<file path="config.mk">
export PLATFORM = sky130hd
export DESIGN_NAME = jstk_input_conditioner_flat
export DESIGN_NICKNAME = d
export VERILOG_FILES = /design/src/rtl/jstk_input_conditioner_pkg.sv /design/src/rtl/jstk_input_conditioner_if.sv /design/src/rtl/jstk_input_conditioner_axis.sv /design/src/rtl/jstk_input_conditioner.sv /design/src/flat_wrapper.sv
export SDC_FILE = /design/constraint.sdc
export NUM_CORES = 1
export LEC_CHECK = 0
export CAP_MARGIN = 20
export CORE_MARGIN = 4
export CORE_UTILIZATION = 40
export DETAILED_ROUTE_END_ITERATION = 7
export PLACE_DENSITY = 0.58
export SLEW_MARGIN = 10
export SYNTH_ARGS = -nofsm -noshare
export SYNTH_HDL_FRONTEND = slang
export SYNTH_HIERARCHICAL = 1
export SYNTH_SLANG_ARGS = --single-unit
</file>
<file path="constraint.sdc">
create_clock -name clk -period 5 [get_ports clk]
set_clock_uncertainty 0.05 [all_clocks]
set_input_delay 0.75 -clock clk [delete_from_list [all_inputs] [get_ports clk]]
set_output_delay 0.75 -clock clk [all_outputs]
set_load 0.03 [all_outputs]
</file>
<file path="src/rtl/jstk_input_conditioner_pkg.sv">
// Shared constants, packet layout and repeat-FSM state type for the joystick conditioner.
package jstk_input_conditioner_pkg;

    localparam int unsigned GRID_N   = 9;
    localparam int unsigned COORD_W  = 4;
    localparam int unsigned AXIS_W   = 10;
    localparam int unsigned PKT_W    = 40;
    localparam int unsigned LO_TH    = 350;
    localparam int unsigned HI_TH    = 650;
    localparam int unsigned HYST     = 25;
    localparam int unsigned AXIS_MID = 512;

    // Raw PmodJSTK packet, MSB first (bits 39..0).
    typedef struct packed {
        logic [7:0] y_lo;       // 39:32
        logic [5:0] rsvd_y;     // 31:26
        logic [1:0] y_hi;       // 25:24
        logic [7:0] x_lo;       // 23:16
        logic [5:0] rsvd_x;     // 15:10
        logic [1:0] x_hi;       // 9:8
        logic [4:0] rsvd_b;     // 7:3
        logic       btn_z;      // 2
        logic       rsvd_b1;    // 1
        logic       btn_c;      // 0
    } jstk_pkt_t;

    // Fields kept between strobes.
    typedef struct packed {
        logic [AXIS_W-1:0] x;
        logic [AXIS_W-1:0] y;
        logic              btn_c;
        logic              btn_z;
    } jstk_fields_t;

    typedef enum logic [1:0] {
        RPT_IDLE   = 2'd0,
        RPT_HOLD   = 2'd1,
        RPT_REPEAT = 2'd2
    } rpt_state_e;

    // Move one cursor coordinate by at most one cell, clamped to the grid.
    function automatic logic [COORD_W-1:0] step_coord(
        input logic [COORD_W-1:0] cur,
        input logic               dec,
        input logic               inc
    );
        logic [COORD_W-1:0] res;
        res = cur;
        if (dec && (cur != COORD_W'(0))) begin
            res = cur - COORD_W'(1);
        end else if (inc && (cur != COORD_W'(GRID_N - 1))) begin
            res = cur + COORD_W'(1);
        end
        return res;
    endfunction

endpackage

</file>
<file path="src/rtl/jstk_input_conditioner_if.sv">
// Joystick packet input and game-control outputs of the conditioner.
interface jstk_input_conditioner_if;
    import jstk_input_conditioner_pkg::*;

    logic [PKT_W-1:0]   jstk_data;
    logic               jstk_valid;
    logic [COORD_W-1:0] sel_row;
    logic [COORD_W-1:0] sel_col;
    logic               move_pulse;
    logic               place_pulse;
    logic               fire_pulse;

    modport master (
        output jstk_data,
        output jstk_valid,
        input  sel_row,
        input  sel_col,
        input  move_pulse,
        input  place_pulse,
        input  fire_pulse
    );

    modport slave (
        input  jstk_data,
        input  jstk_valid,
        output sel_row,
        output sel_col,
        output move_pulse,
        output place_pulse,
        output fire_pulse
    );

endinterface

</file>
<file path="src/rtl/jstk_input_conditioner_axis.sv">
// One joystick axis: hysteresis direction decode plus hold-to-repeat step generator.
module jstk_input_conditioner_axis
    import jstk_input_conditioner_pkg::*;
#(
    parameter int unsigned REPEAT_DELAY_CYC = 40_000_000,
    parameter int unsigned REPEAT_CYC       = 15_000_000
) (
    input  logic              clk,
    input  logic              reset,
    input  logic [AXIS_W-1:0] axis_val,
    output logic              step_neg_c,
    output logic              step_pos_c
);

    localparam int unsigned CNT_MAX = (REPEAT_DELAY_CYC > REPEAT_CYC) ? REPEAT_DELAY_CYC : REPEAT_CYC;
    localparam int unsigned CNT_W   = (CNT_MAX > 1) ? $clog2(CNT_MAX) : 1;

    logic             neg_q, neg_d;
    logic             pos_q, pos_d;
    rpt_state_e       state_q, state_d;
    logic             dir_pos_q, dir_pos_d;
    logic [CNT_W-1:0] cnt_q, cnt_d;
    logic             step_any_c;

    // Direction flags: engage outside the thresholds, release only past the hysteresis band.
    always_comb begin
        neg_d = neg_q;
        pos_d = pos_q;
        if (axis_val < AXIS_W'(LO_TH)) begin
            neg_d = 1'b1;
        end else if (axis_val >= AXIS_W'(LO_TH + HYST)) begin
            neg_d = 1'b0;
        end
        if (axis_val > AXIS_W'(HI_TH)) begin
            pos_d = 1'b1;
        end else if (axis_val <= AXIS_W'(HI_TH - HYST)) begin
            pos_d = 1'b0;
        end
    end

    // Repeat FSM: immediate step on engage or reversal, then delayed auto-repeat.
    always_comb begin
        state_d    = state_q;
        dir_pos_d  = dir_pos_q;
        cnt_d      = cnt_q;
        step_any_c = 1'b0;
        case (state_q)
            RPT_IDLE: begin
                if (neg_q || pos_q) begin
                    state_d    = RPT_HOLD;
                    dir_pos_d  = pos_q;
                    cnt_d      = '0;
                    step_any_c = 1'b1;
                end
            end
            RPT_HOLD, RPT_REPEAT: begin
                if (!(neg_q || pos_q)) begin
                    state_d = RPT_IDLE;
                    cnt_d   = '0;
                end else if (pos_q != dir_pos_q) begin
                    state_d    = RPT_HOLD;
                    dir_pos_d  = pos_q;
                    cnt_d      = '0;
                    step_any_c = 1'b1;
                end else if ((state_q == RPT_HOLD) && (cnt_q == CNT_W'(REPEAT_DELAY_CYC - 1))) begin
                    state_d    = RPT_REPEAT;
                    cnt_d      = '0;
                    step_any_c = 1'b1;
                end else if ((state_q == RPT_REPEAT) && (cnt_q == CNT_W'(REPEAT_CYC - 1))) begin
                    cnt_d      = '0;
                    step_any_c = 1'b1;
                end else begin
                    cnt_d = cnt_q + CNT_W'(1);
                end
            end
            default: begin
                state_d = RPT_IDLE;
                cnt_d   = '0;
            end
        endcase
        step_neg_c = step_any_c & ~dir_pos_d;
        step_pos_c = step_any_c & dir_pos_d;
    end

    // Axis state registers.
    always_ff @(posedge clk) begin
        if (reset) begin
            neg_q     <= 1'b0;
            pos_q     <= 1'b0;
            state_q   <= RPT_IDLE;
            dir_pos_q <= 1'b0;
            cnt_q     <= '0;
        end else begin
            neg_q     <= neg_d;
            pos_q     <= pos_d;
            state_q   <= state_d;
            dir_pos_q <= dir_pos_d;
            cnt_q     <= cnt_d;
        end
    end

endmodule

</file>
<file path="src/rtl/jstk_input_conditioner.sv">
// PmodJSTK packet to cursor position, move pulse and debounced place/fire pulses.
module jstk_input_conditioner
    import jstk_input_conditioner_pkg::*;
#(
    parameter int unsigned DEBOUNCE_CYC     = 2_000_000,
    parameter int unsigned REPEAT_DELAY_CYC = 40_000_000,
    parameter int unsigned REPEAT_CYC       = 15_000_000
) (
    input  logic                   clk,
    input  logic                   reset,
    jstk_input_conditioner_if.slave bus
);

    localparam int unsigned DB_W = (DEBOUNCE_CYC > 1) ? $clog2(DEBOUNCE_CYC) : 1;

    jstk_pkt_t          pkt_c;
    logic               unused_pkt_bits;
    jstk_fields_t       fields_q, fields_d;
    logic               x_neg_c, x_pos_c, y_neg_c, y_pos_c;
    logic [COORD_W-1:0] row_q, row_d, col_q, col_d;
    logic               move_q, move_d;

    logic               c_stable_q, c_stable_d, c_dly_q, c_dly_d, place_q, place_d;
    logic [DB_W-1:0]    c_cnt_q, c_cnt_d;
    logic               z_stable_q, z_stable_d, z_dly_q, z_dly_d, fire_q, fire_d;
    logic [DB_W-1:0]    z_cnt_q, z_cnt_d;

    assign pkt_c           = jstk_pkt_t'(bus.jstk_data);
    assign unused_pkt_bits = ^{pkt_c.rsvd_y, pkt_c.rsvd_x, pkt_c.rsvd_b, pkt_c.rsvd_b1};

    // Capture axis and button fields on the strobe; hold them otherwise.
    always_comb begin
        fields_d = fields_q;
        if (bus.jstk_valid) begin
            fields_d.x     = {pkt_c.x_hi, pkt_c.x_lo};
            fields_d.y     = {pkt_c.y_hi, pkt_c.y_lo};
            fields_d.btn_c = pkt_c.btn_c;
            fields_d.btn_z = pkt_c.btn_z;
        end
    end

    jstk_input_conditioner_axis #(
        .REPEAT_DELAY_CYC (REPEAT_DELAY_CYC),
        .REPEAT_CYC       (REPEAT_CYC)
    ) u_axis_x (
        .clk        (clk),
        .reset      (reset),
        .axis_val   (fields_q.x),
        .step_neg_c (x_neg_c),
        .step_pos_c (x_pos_c)
    );

    jstk_input_conditioner_axis #(
        .REPEAT_DELAY_CYC (REPEAT_DELAY_CYC),
        .REPEAT_CYC       (REPEAT_CYC)
    ) u_axis_y (
        .clk        (clk),
        .reset      (reset),
        .axis_val   (fields_q.y),
        .step_neg_c (y_neg_c),
        .step_pos_c (y_pos_c)
    );

    // Clamped cursor update; pulse only when a coordinate really moved.
    always_comb begin
        row_d  = step_coord(row_q, y_neg_c, y_pos_c);
        col_d  = step_coord(col_q, x_neg_c, x_pos_c);
        move_d = (row_d != row_q) || (col_d != col_q);
    end

    // C debouncer: flip after DEBOUNCE_CYC consecutive differing samples, pulse on stable rise.
    always_comb begin
        c_stable_d = c_stable_q;
        c_cnt_d    = '0;
        c_dly_d    = c_stable_q;
        place_d    = c_stable_q & ~c_dly_q;
        if (fields_q.btn_c != c_stable_q) begin
            if (c_cnt_q == DB_W'(DEBOUNCE_CYC - 1)) begin
                c_stable_d = fields_q.btn_c;
            end else begin
                c_cnt_d = c_cnt_q + DB_W'(1);
            end
        end
    end

    // Z debouncer: same pattern as C.
    always_comb begin
        z_stable_d = z_stable_q;
        z_cnt_d    = '0;
        z_dly_d    = z_stable_q;
        fire_d     = z_stable_q & ~z_dly_q;
        if (fields_q.btn_z != z_stable_q) begin
            if (z_cnt_q == DB_W'(DEBOUNCE_CYC - 1)) begin
                z_stable_d = fields_q.btn_z;
            end else begin
                z_cnt_d = z_cnt_q + DB_W'(1);
            end
        end
    end

    // State and output registers.
    always_ff @(posedge clk) begin
        if (reset) begin
            fields_q.x     <= AXIS_W'(AXIS_MID);
            fields_q.y     <= AXIS_W'(AXIS_MID);
            fields_q.btn_c <= 1'b0;
            fields_q.btn_z <= 1'b0;
            row_q          <= COORD_W'(GRID_N / 2);
            col_q          <= COORD_W'(GRID_N / 2);
            move_q         <= 1'b0;
            c_stable_q     <= 1'b0;
            c_cnt_q        <= '0;
            c_dly_q        <= 1'b0;
            place_q        <= 1'b0;
            z_stable_q     <= 1'b0;
            z_cnt_q        <= '0;
            z_dly_q        <= 1'b0;
            fire_q         <= 1'b0;
        end else begin
            fields_q   <= fields_d;
            row_q      <= row_d;
            col_q      <= col_d;
            move_q     <= move_d;
            c_stable_q <= c_stable_d;
            c_cnt_q    <= c_cnt_d;
            c_dly_q    <= c_dly_d;
            place_q    <= place_d;
            z_stable_q <= z_stable_d;
            z_cnt_q    <= z_cnt_d;
            z_dly_q    <= z_dly_d;
            fire_q     <= fire_d;
        end
    end

    assign bus.sel_row     = row_q;
    assign bus.sel_col     = col_q;
    assign bus.move_pulse  = move_q;
    assign bus.place_pulse = place_q;
    assign bus.fire_pulse  = fire_q;

endmodule
</file>
<file path="src/flat_wrapper.sv">
// flat-port wrapper written by rule: the top's interface ports become plain ports
module jstk_input_conditioner_flat import jstk_input_conditioner_pkg::*;
#(
    parameter int unsigned DEBOUNCE_CYC     = 2_000_000,
    parameter int unsigned REPEAT_DELAY_CYC = 40_000_000,
    parameter int unsigned REPEAT_CYC       = 15_000_000
)
  (clk, reset, bus_jstk_data, bus_jstk_valid, bus_sel_row, bus_sel_col, bus_move_pulse, bus_place_pulse, bus_fire_pulse);
  jstk_input_conditioner_if bus_i ();
  input  logic clk;
  input  logic reset;
  input wire logic [$bits(bus_i.jstk_data)-1:0] bus_jstk_data;
  input wire logic [$bits(bus_i.jstk_valid)-1:0] bus_jstk_valid;
  output wire logic [$bits(bus_i.sel_row)-1:0] bus_sel_row;
  output wire logic [$bits(bus_i.sel_col)-1:0] bus_sel_col;
  output wire logic [$bits(bus_i.move_pulse)-1:0] bus_move_pulse;
  output wire logic [$bits(bus_i.place_pulse)-1:0] bus_place_pulse;
  output wire logic [$bits(bus_i.fire_pulse)-1:0] bus_fire_pulse;
  assign bus_i.jstk_data = bus_jstk_data;
  assign bus_i.jstk_valid = bus_jstk_valid;
  assign bus_sel_row = bus_i.sel_row;
  assign bus_sel_col = bus_i.sel_col;
  assign bus_move_pulse = bus_i.move_pulse;
  assign bus_place_pulse = bus_i.place_pulse;
  assign bus_fire_pulse = bus_i.fire_pulse;
  jstk_input_conditioner #(.DEBOUNCE_CYC(DEBOUNCE_CYC), .REPEAT_DELAY_CYC(REPEAT_DELAY_CYC), .REPEAT_CYC(REPEAT_CYC)) u_core (.clk(clk), .reset(reset), .bus(bus_i));
endmodule
</file>
Logic cells by family:
Scale: 2 px per um.
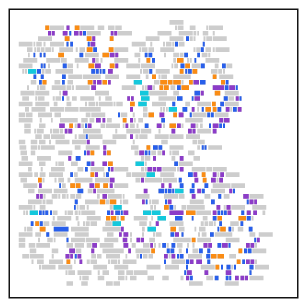
color	family	cells	most used
cyan	adder and majority cells	16	ha_1
purple	inverting AOI/OAI gates	145	a21oi_1
orange	AND and OR gates	72	or4_1
blue	NAND gates	163	nand2_1
most frequent logic cell in the layout: dfxtp_1
Post-Layout Cell Count: 1136

Ports around the boundary:
Scale: 2 px per um. Pins as bars across the die edge, other pins in gray.
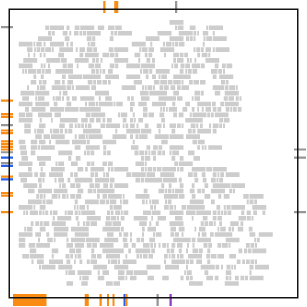
color	port	pins	direction	edge
orange	`bus_jstk_data`	40	input	24 bottom, 13 left, 3 top
purple	`bus_move_pulse`	1	output	bottom
blue	`bus_sel_row`	4	output	3 left, 1 bottom

==> out/qor.csv <==
metric,value,unit
cts_made_buffers,17,
clock_power_share,0.452,
area_dominant_class,combinational gates,
slowest_delay,630,ps
edf_count,0,
rsz0062_at_grt,false,
place_congestion,0.812,
comb_share,0.499,
wl_met1,8.36,mm
hpwlAfterDp,11.3,mm
hp-class,reg2reg,
logic_area,4230,sq um
min_to,u_core/bus.place_pulse,
io_pins,54,
crit_family,simple AND/OR/NAND/NOR gates,
p_clk,1240,uW
async_flop_share,0,
crit_path_max_fanout,6,
clockBufferDepth,2,
cts_root_buf,clkbuf_16,
gr-usage-met2,0.260,
met3_usage,0.0329,
crit_path_start_kind,register,
grt_max_degree,36,
maxUsedRoutingLayer,met4,
yosys.cell_types.count,76,
outcome,finished clean,
die_w,144,um
coreArea,18000,sq um
peakVddDrop,252,uV
synth_area,7350,sq um
ys_seq_frac,0.384,
utilization,0.470,
postCtsSetupRepairBufs,0,
antenna_cells,0,
r2r_start,u_core/u_axis_y/state_q[0],
first_pass_iters,6,
warning_count,52,
fin_crit,3540,ps
clock.fmax,0.282,GHz
nets,953,
drc,0,
cts_hold_buf,0,
vias,6385,
die_h,144,um
post_cts_resized,0,
reg_top3,"u_core/u_axis_x/cnt_q x26, u_core/u_axis_y/cnt_q x26, u_core/fields_q x22",
reg2reg_slack,1460,ps
endpoint_kind,register,
postSynthCellCount,871,
power_frac_seq,0.435,
final-clk-cell-share,0.0690,
n_all_buffers,43,
cts_max_level,4,
cp.depth,11,
hold_viol,0,
sequential_cell_total,141,
syn_nets,930,
layout_top_cells,"dfxtp_1, nor2_1, nand2_1",
worstPathCellList,"inv_1, ha_1, or4b_4, nor4_4, nand2_4, a31o_1, a211oi_1, nand2_1, or4b_2, and3b_1, nor3_1",
comb_power_share,0.113,
finalMaxSlewViolations,0,
grt_overflow,0,
synth_warnings,6,
power_leader,clock,
clock_latency,420,ps
leakage,0.00278,uW
regArea,2820,sq um
seq-power,1190,uW
row_count,49,
Wiring by layer:
Scale: 2 px per um. Only two layers are drawn.
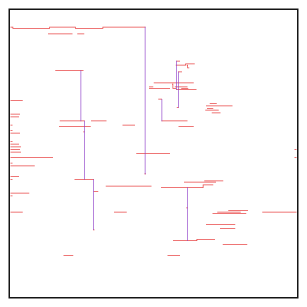
color	layer	wire length
purple	met4	222 um
red	met3	585 um

Signal wires on met4:
Scale: 2 px per um.
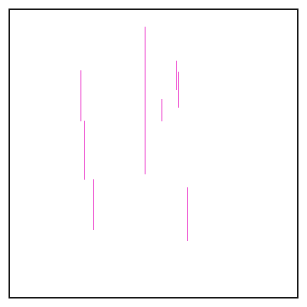
wire length on this layer	222 um
share of all routed wire	1.4%

==> stage by stage <==
| step | std cells | area [sq um] | hold WS (ps) | power [uW] | setup slack (ps) |
|---|---|---|---|---|---|
| 5_1_grt | 1136 | 8470 | 354 | 2880 | 1110 |
| 3_5_place_dp | 1104 | 7880 | 335 | 1530 | 1500 |
| 4_1_cts | 1136 | 8470 | 337 | 2780 | 1480 |
| 3_3_place_gp | 1104 | 7880 | 330 | 1530 | 1530 |
| 6_report | 1136 | 8470 | 333 | 2750 | 1460 |
| 2_1_floorplan | 871 | 7350 | 317 | 1420 | 1760 |
==> kinds of logic after synthesis <==
group           synth area share
simple gates               0.307
compound gates             0.144
flops                      0.384
buf+inv                   0.0429
xor+xnor                  0.0513
mux                       0.0439
fa+ha+maj                 0.0272
Power and IR drop assume default switching activity.
